**Run 1: placement by cell class**

Fill, decap, tap and diode cells in grey.
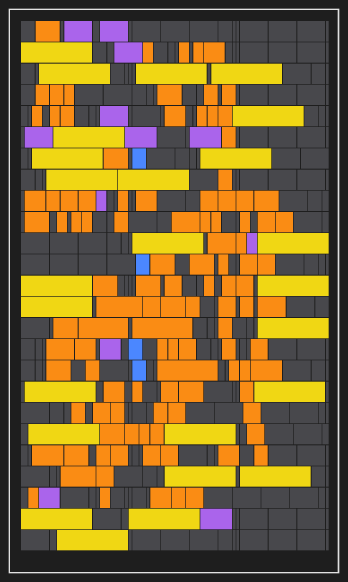
**Run 1: cell placement**

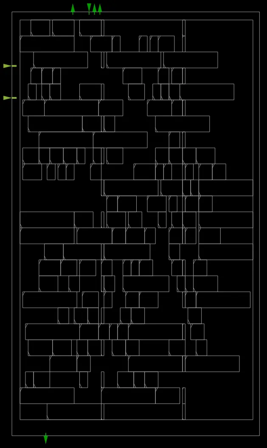
**Run 1: wiring by layer**

Bar = 10 um. Two of the layers only.
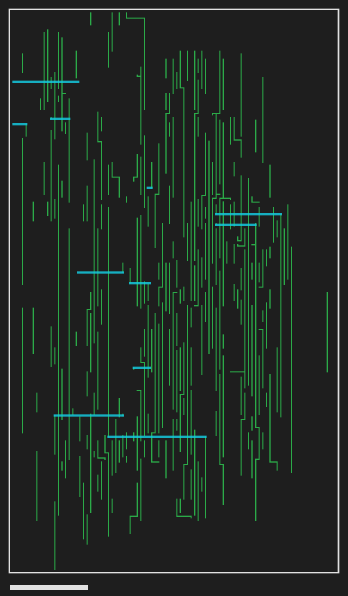
**Run 1: wiring heat map**

Bar = 10 um. 8 x 14 tiles, from black (low) to pale yellow (high), scaled to the fullest tile. Values are wire area over tile area, all layers added.
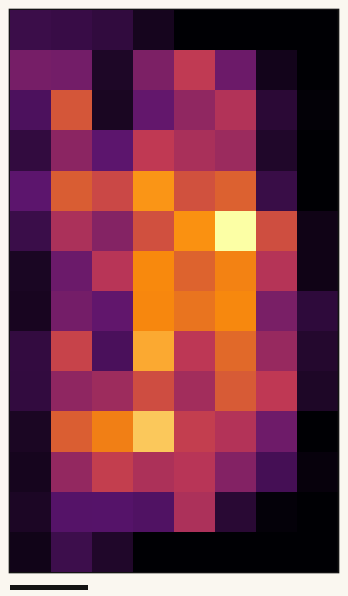
Design key_debounce, sky130hd; sources not shown.
==> impl_metrics.tcl, run 1 <==
# metrics dict for downstream scripts
set metrics [dict create \
    outcome "finished, final reports clean" \
    power_frac_comb_pct 38.7 \
    largest_class "combinational gates" \
    die_width_um 42.1 \
    cp.depth 6 \
    drive_gt1_share_pct 11.9 \
    pg_clk_uw 178 \
    layout.clock.cell_area_share_pct 1.33 \
    fp.dieH_um 72.1 \
    cp_num_buf_inv 1 \
    comb_share_pct 46.6 \
    leakage_nw 0.689 \
    pwr-share-clk_pct 15.5 \
    clock-sinks 25 \
    ctsLongestPathBuffers 2 \
    buf_share_pct 7.05 \
    final_hold_viol_count 0 \
    report.power.total_mw 1.14 \
    path_clk_slew_ns 0.25 \
    synthArstFlopShare_pct 100 \
    groute.layer.met2.usage_pct 38.7 \
    rsz0062_at_grt "false" \
    switching_share_pct 40.2 \
    setup.worst_path.end_class "flip-flop" \
    worst-path-max-fanout 10 \
    final_layout_top_logic_cells "25 x sky130_fd_sc_hd__dfrtp_1, 15 x sky130_fd_sc_hd__a31oi_1, 14 x sky130_fd_sc_hd__nand2_1" \
    crit_family "simple AND/OR/NAND/NOR gates" \
    mappedNetlistArea_um2 1400 \
    synth_compound_gate_area_share_pct 19.7 \
    cts-hold-fix-buffers 0 \
    cts_repair_resize_count 0 \
    comb-power_uw 442 \
    grt.busiest_layer "met2" \
    worstPathCellList "ha_1, nand2_1, nor4_4, a21oi_4, buf_6, mux2_2" \
    floorplan.core_util_pct 52.2 \
    grt_pass1_wl_um 5150 \
    maxClockFrequency_ghz 0.505 \
    post_synth_num_cell_types 41 \
    place_congestion 0.845 \
]
About 'placement by cell class':
[clock drivers and dummy loads] blue | cells: 4 | share of their area: 1.4%
[combinational and other logic] orange | cells: 110 | share of their area: 49%
[remaining buffers and delay cells] purple | cells: 12 | share of their area: 7.2%
[sequential cells] yellow | cells: 25 | share of their area: 42%
post-route cell area: 1510 um^2
number of core rows: 25
fraction of area in registers: 41.5%
Placeable Area: 2690 um^2
final core area utilization: 56.0%

About 'cell placement':
Seq Cell Count: 25
Layout fillers: 246
number of tapcells: 27
post-route insts no fill: 178

About 'wiring by layer':
[metal 3] cyan | wire length: 57.3 um
[metal 2] green | wire length: 1,590 um
final wirelength: 2960 um
detailed-route via count: 1,125
overall routing resource usage: 21.9%
average detailed-routed wire length per instance: 16.7 um

About 'wiring heat map':
densest ninth of the die: middle
mean over tiles: 0.15
nearly empty tiles: 15%

==> run 2: changes to the inputs <==
--- a/config.mk
+++ b/config.mk
@@ -12,7 +12,7 @@
 export DETAILED_ROUTE_END_ITERATION = 6
 export GPL_ROUTABILITY_DRIVEN = 1
 export GPL_TIMING_DRIVEN = 0
-export PLACE_DENSITY = 0.68
+export PLACE_DENSITY = 0.71
 export SYNTH_ARGS = -nofsm -noshare
 export SYNTH_HDL_FRONTEND = slang
 export SYNTH_HIERARCHICAL = 1
==> constraint.sdc (replaced) <==
create_clock -name clk -period 1.7 [get_ports clk]
set_input_delay 0.255 -clock clk [delete_from_list [all_inputs] [get_ports clk]]
set_output_delay 0.255 -clock clk [all_outputs]
set_load 0.02 [all_outputs]
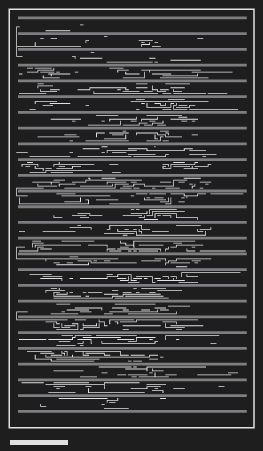
**Above:** run 2 (metal 1).
Bar = 10 um. Supply wires on this layer in grey.
nets with wire on the layer: 161
longest straight run: 17.9 um
share of all routed wire: 40%
wire length on this layer: 1,380 um
global-route track usage on met1: 27.5%
final wirelength: 3460 um
detailed-route via count: 1,237

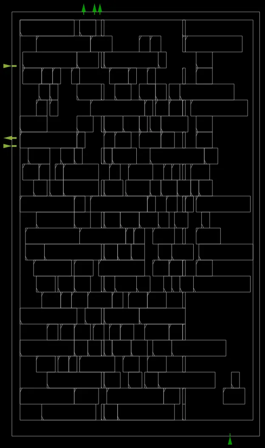
**Above:** run 2 (cell placement).
final core area utilization: 65.3%
fraction of area in registers: 36.3%
Layout fillers: 223
post-route insts no fill: 195

==> run 2 against run 1 <==
  * Area after synthesis is the same
  * Clock-buffer cell count is 1 higher
  * Sequential share of layout area down 5.2 points
  * First-iteration DRC count rose by 17%
  * Synthesized cell count is the same
  * Maximum frequency rose by 14%
  * Utilization rose by 9.3 points
  * Die area is the same
  * Sequential power up 38%
  * Register-to-register slack got worse by 0.40 ns
  * Critical endpoint is now cnt_q[18]
  * Via count grew 10%
  * The flow now finishes with violations (setup timing)
  * Largest cell class unchanged
  * Flip-flop count is the same
==> impl_metrics.tcl, run 2 <==
# metrics dict for downstream scripts
set metrics [dict create \
    comb-power_uw 831 \
    pg_clk_uw 245 \
    maxClockFrequency_ghz 0.577 \
    final_layout_top_logic_cells "17 x sky130_fd_sc_hd__buf_4, 15 x sky130_fd_sc_hd__dfrtp_1, 13 x sky130_fd_sc_hd__a31oi_1" \
    timing.final.setup_violations 3 \
    power_frac_comb_pct 46.2 \
    report.power.total_mw 1.80 \
    failed_checks "setup timing" \
    worst-path-max-fanout 4 \
    layout_setup_ws_ns -0.0318 \
    pwr-share-clk_pct 13.6 \
    clock-sinks 25 \
    worstPathCellList "ha_4, nand2_4, buf_4, nor4_4, nand3_2, a21o_1, a22o_1" \
    final_hold_viol_count 0 \
    path_clk_slew_ns 0.23 \
    outcome "finished with violations" \
    groute.layer.met2.usage_pct 44.1 \
    cp.depth 7 \
    n_tap_cell 27 \
    leakage_nw 0.811 \
    grt_use_total_pct 23.8 \
]
Power is estimated from default activity; no workload was simulated.
